<file path="src/rtl/mu0_pkg.sv">
// MU0 control package: FSM state type, opcode constants, ALU op encodings,
// datapath mux-select constants and the bundled control-output struct shared
// by the decoder and the control top.
package mu0_pkg;

  typedef enum logic [1:0] {
    StFetch   = 2'd0,
    StExecute = 2'd1,
    StHalt    = 2'd2
  } state_e;

  // Opcodes, IR[15:12]. Values 8..15 decode as NOP.
  localparam logic [3:0] OpLda = 4'd0;
  localparam logic [3:0] OpSta = 4'd1;
  localparam logic [3:0] OpAdd = 4'd2;
  localparam logic [3:0] OpSub = 4'd3;
  localparam logic [3:0] OpJmp = 4'd4;
  localparam logic [3:0] OpJge = 4'd5;
  localparam logic [3:0] OpJne = 4'd6;
  localparam logic [3:0] OpStp = 4'd7;

  // ALU operation select.
  localparam logic [1:0] MPassY = 2'b00;
  localparam logic [1:0] MAdd   = 2'b01;
  localparam logic [1:0] MInc   = 2'b10;
  localparam logic [1:0] MSub   = 2'b11;

  // Datapath mux selects.
  localparam logic XSelAcc   = 1'b0;
  localparam logic XSelPc    = 1'b1;
  localparam logic YSelData  = 1'b0;
  localparam logic YSelIr    = 1'b1;
  localparam logic AddrSelPc = 1'b0;
  localparam logic AddrSelIr = 1'b1;

  typedef struct packed {
    logic       x_sel;
    logic       y_sel;
    logic       addr_sel;
    logic [1:0] m;
    logic       pc_en;
    logic       ir_en;
    logic       acc_en;
    logic       rd;
    logic       wr;
    logic       halted;
  } ctrl_t;

  // Opcodes LDA..SUB access memory and must wait for Mem_ready.
  function automatic logic is_mem_op(logic [3:0] f);
    return (f == OpLda) || (f == OpSta) || (f == OpAdd) || (f == OpSub);
  endfunction

endpackage

</file>
<file path="src/rtl/mu0_decode.sv">
// MU0 control decoder: purely combinational map from (state, opcode, flags,
// memory handshake) to datapath control signals.
//   state_i     : current FSM state
//   f_i         : opcode IR[15:12]
//   n_i, z_i    : accumulator negative / zero flags
//   mem_ready_i : memory completes the current access this cycle
//   ctrl_o      : mux selects, ALU op, register enables, strobes, halted
module mu0_decode
  import mu0_pkg::*;
(
  input  state_e     state_i,
  input  logic [3:0] f_i,
  input  logic       n_i,
  input  logic       z_i,
  input  logic       mem_ready_i,
  output ctrl_t      ctrl_o
);

  always_comb begin
    ctrl_o = '0;
    unique case (state_i)
      StFetch: begin
        // Read instruction at PC while the ALU forms PC+1.
        ctrl_o.addr_sel = AddrSelPc;
        ctrl_o.rd       = 1'b1;
        ctrl_o.x_sel    = XSelPc;
        ctrl_o.m        = MInc;
        ctrl_o.ir_en    = mem_ready_i;
        ctrl_o.pc_en    = mem_ready_i;
      end
      StExecute: begin
        case (f_i)
          OpLda: begin
            ctrl_o.addr_sel = AddrSelIr;
            ctrl_o.rd       = 1'b1;
            ctrl_o.y_sel    = YSelData;
            ctrl_o.m        = MPassY;
            ctrl_o.acc_en   = mem_ready_i;
          end
          OpSta: begin
            ctrl_o.addr_sel = AddrSelIr;
            ctrl_o.wr       = 1'b1;
            ctrl_o.x_sel    = XSelAcc;
          end
          OpAdd, OpSub: begin
            ctrl_o.addr_sel = AddrSelIr;
            ctrl_o.rd       = 1'b1;
            ctrl_o.x_sel    = XSelAcc;
            ctrl_o.y_sel    = YSelData;
            ctrl_o.m        = (f_i == OpAdd) ? MAdd : MSub;
            ctrl_o.acc_en   = mem_ready_i;
          end
          OpJmp, OpJge, OpJne: begin
            // Jump target comes from IR[11:0] passed through the ALU.
            ctrl_o.y_sel = YSelIr;
            ctrl_o.m     = MPassY;
            if (f_i == OpJmp) begin
              ctrl_o.pc_en = 1'b1;
            end else if (f_i == OpJge) begin
              ctrl_o.pc_en = ~n_i;
            end else begin
              ctrl_o.pc_en = ~z_i;
            end
          end
          default: ; // STP and NOPs drive nothing
        endcase
      end
      StHalt: begin
        ctrl_o.halted = 1'b1;
      end
      default: ;
    endcase
  end

endmodule

</file>
<file path="src/rtl/mu0_control.sv">
// MU0 control unit top: FETCH/EXECUTE/HALT state register, completed-
// instruction counter and reset gating of enables/strobes around mu0_decode.
//   Clk, Reset      : clock, synchronous active-high reset
//   F, N, Z         : opcode and accumulator flags from the datapath
//   Mem_ready       : memory completes the current Rd/Wr this cycle
//   X_sel, Y_sel, Addr_sel, M : datapath mux selects and ALU op
//   PC_En, IR_En, Acc_En      : register load enables
//   Rd, Wr          : memory strobes
//   Halted          : high in HALT
//   Instr_count     : instructions completed since reset (wraps)
module mu0_control
  import mu0_pkg::*;
#(
  parameter int unsigned COUNT_W = 16
) (
  input  logic               Clk,
  input  logic               Reset,
  input  logic [3:0]         F,
  input  logic               N,
  input  logic               Z,
  input  logic               Mem_ready,
  output logic               X_sel,
  output logic               Y_sel,
  output logic               Addr_sel,
  output logic               PC_En,
  output logic               IR_En,
  output logic               Acc_En,
  output logic [1:0]         M,
  output logic               Rd,
  output logic               Wr,
  output logic               Halted,
  output logic [COUNT_W-1:0] Instr_count
);

  state_e               state_q, state_d;
  logic [COUNT_W-1:0]   count_q, count_d;
  logic                 exec_done;
  ctrl_t                ctrl;

  always_comb begin
    state_d   = state_q;
    exec_done = 1'b0;
    unique case (state_q)
      StFetch: begin
        if (Mem_ready) state_d = StExecute;
      end
      StExecute: begin
        if (is_mem_op(F)) begin
          if (Mem_ready) begin
            state_d   = StFetch;
            exec_done = 1'b1;
          end
        end else if (F == OpStp) begin
          state_d   = StHalt;
          exec_done = 1'b1;
        end else begin
          // Jumps and NOPs complete in one cycle regardless of Mem_ready.
          state_d   = StFetch;
          exec_done = 1'b1;
        end
      end
      StHalt: state_d = StHalt;
      default: state_d = StFetch;
    endcase
  end

  always_comb begin
    count_d = count_q;
    if (exec_done) count_d = count_q + {{(COUNT_W-1){1'b0}}, 1'b1};
  end

  always_ff @(posedge Clk) begin
    if (Reset) begin
      state_q <= StFetch;
      count_q <= '0;
    end else begin
      state_q <= state_d;
      count_q <= count_d;
    end
  end

  mu0_decode u_decode (
    .state_i     (state_q),
    .f_i         (F),
    .n_i         (N),
    .z_i         (Z),
    .mem_ready_i (Mem_ready),
    .ctrl_o      (ctrl)
  );

  // Enables and strobes are suppressed while Reset is held so nothing in the
  // datapath or memory is disturbed during the reset cycle.
  assign X_sel       = ctrl.x_sel;
  assign Y_sel       = ctrl.y_sel;
  assign Addr_sel    = ctrl.addr_sel;
  assign M           = ctrl.m;
  assign PC_En       = ctrl.pc_en  & ~Reset;
  assign IR_En       = ctrl.ir_en  & ~Reset;
  assign Acc_En      = ctrl.acc_en & ~Reset;
  assign Rd          = ctrl.rd     & ~Reset;
  assign Wr          = ctrl.wr     & ~Reset;
  assign Halted      = ctrl.halted & ~Reset;
  assign Instr_count = count_q;

endmodule

</file>
<file path="config.mk">
export PLATFORM = sky130hd
export DESIGN_NAME = mu0_control
export DESIGN_NICKNAME = d
export VERILOG_FILES = /design/src/rtl/mu0_pkg.sv /design/src/rtl/mu0_decode.sv /design/src/rtl/mu0_control.sv
export SDC_FILE = /design/constraint.sdc
export NUM_CORES = 1
export LEC_CHECK = 0
export CORE_UTILIZATION = 39
export DETAILED_ROUTE_END_ITERATION = 12
export PLACE_DENSITY = 0.75
export SKIP_CTS_REPAIR_TIMING = 1
export SLEW_MARGIN = 5
export SYNTH_ARGS = -nofsm -noshare
export SYNTH_HDL_FRONTEND = slang
export SYNTH_SLANG_ARGS = --single-unit
</file>
<file path="constraint.sdc">
create_clock -name Clk -period 2 [get_ports Clk]
set_clock_uncertainty 0.2 [all_clocks]
set_input_delay 0.4 -clock Clk [delete_from_list [all_inputs] [get_ports Clk]]
set_output_delay 0.4 -clock Clk [all_outputs]
set_load 0.02 [all_outputs]
</file>
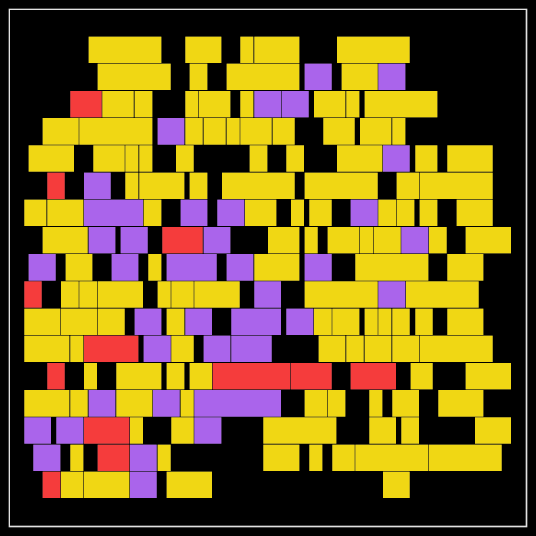
*Cells by drive strength*
Drawn at 10 px/um.
[x1 and smaller] yellow | cells: 126
[x3 and x4] purple | cells: 38 | most used: buf_4
[x2] red | cells: 12 | most used: buf_2

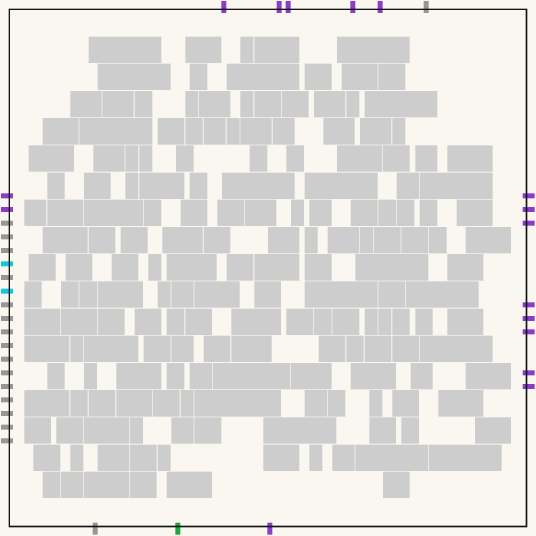
*Pin placement*
Drawn at 10 px/um. Pins as bars across the die edge, other pins in gray.
[Instr_count] purple | pins: 16 | direction: output | edge: 8 right, 5 top, 2 left, 1 bottom
[M] cyan | pins: 2 | direction: output | edge: left
[Halted] green | pins: 1 | direction: output | edge: bottom
all pins by edge: 19 left, 8 right, 6 top, 3 bottom

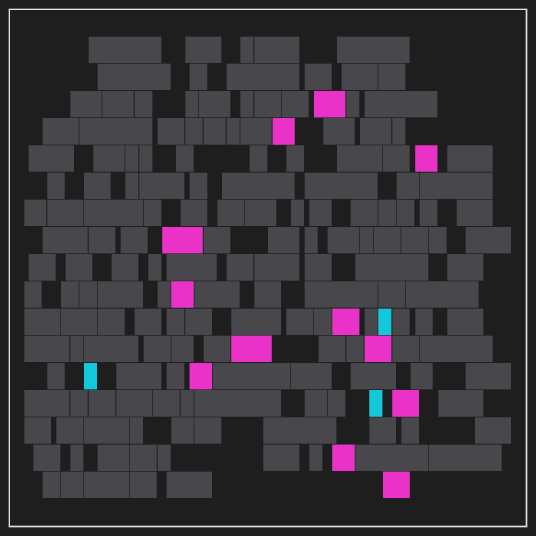
*Gate-type map*
Drawn at 10 px/um.
[inv cells] cyan | cells: 3
[and/or cells] magenta | cells: 12

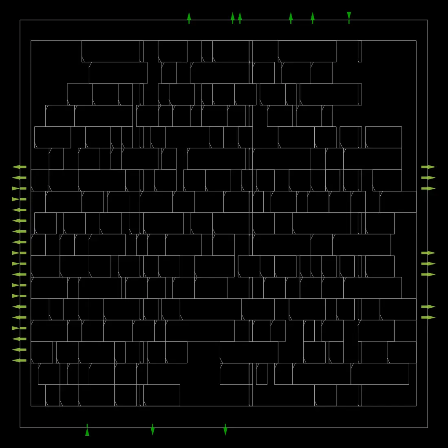
*Cell outlines without signal wires*
non-filler instance count after layout: 204
tap cell count: 28
fillers: 180
core area: 2250 um^2
Seq/total area: 23.0%

[cells in the mapped netlist (4+ instances only)]
master   number
nor2_1       16
a21oi_1      11
nand2_1       5
nand3_1       7
nand4_1       4
o31ai_1       4
or4_1         4
xor2_1        5
o21ai_0       4
dfxtp_1      18
or3_1         4
[power by group through the flow]
stage               sequential, W  combinational, W  clock, W
finish                   0.000367          0.000131  0.000175
global route             0.000368          0.000140  0.000202
CTS                      0.000368          0.000131  0.000180
detailed placement       0.000376          0.000130         0
global placement         0.000376          0.000128         0
floorplan                0.000377         0.0000521         0
[worst paths after layout]
check	start	slack, ns	endpoint
setup reg to reg	state_q[1]	0.08	Instr_count[9]
hold / removal	Instr_count[14]	0.31	Instr_count[14]
hold reg to reg	Instr_count[14]	0.31	Instr_count[14]
setup / recovery	Z	-0.08	PC_En
==> ci_impl_report.md <==
### Metrics collected by this job

| Metric | Value |
|---|---|
| Internal power | ~0.00050 W |
| Syn. warnings | 0 |
| Most Crowded Layer GR | met2 |
| Met3 wire len | 153 um |
| CP Cell Sequence | clkdlybuf4s50_1 -> a21oi_1 -> o211ai_1 -> a211oi_1 -> buf_2 |
| Yosys simple share | 33.6% |
| Cell Pwr Density | between 400 and 500 nW/um^2 |
| Multi-In Gates | ~91 |
| Log Warnings | 28 |
| Drt initial violations | 9 |
| AND-OR/OR-AND Cells, Area Fraction | between 10% and 20% |
| Sequential power share | around 55% |
| Met1 Use GR | between 20 and 25% |
| Number of global-route vias before repair | 959 |
| Hold depth | 2 |
| Routed WL per cell | 13.4 um |
| Via count | 1084 |
| Worst setup margin | -0.0751 ns |
| MUX area fraction | between 2 and 2.5% |
| Post-route cell area | approximately 1600 um^2 |
| CTS root buffer | clkbuf_4 |
| Post-synthesis sequential area ratio | a little under two fifths |
| Post-synth top area cell | dfxtp_1 |
| Total Routing Usage GR | between 20% and 30% |
| M3 GR Usage | between 6 and 7% |
| Metal-1 WL | about 1.2 mm |
| Outcome | finished with violations |
| Req. time, crit path | 1.40 ns |
| Measured slew at the worst slew-check pin | about 0.34 ns |
| Vias per inst | 5.31 |
| Worst-path clk slew | approximately 0.090 ns |
| Top-area cell share | between 30% and 40% |
| XOR-XNOR Cells, Area Fraction | under 10% |
| Cell area leaders | dfxtp_1 (38%), nor2_1 (6.3%), a21oi_1 (5.7%), xor2_1 (4.6%), nand3_1 (3.7%) |
| Failing checks | setup timing |
| Largest stage delay, worst path | approximately 0.4 ns |
| Final setup fails | 3 |
| Min cycle time layout | approximately 2.1 ns |
| Cells after synthesis | about 120 |
| Fin util | 70.6% |
| Cell Count Post-Placement | 200 |
Power is estimated from default activity; no workload was simulated.
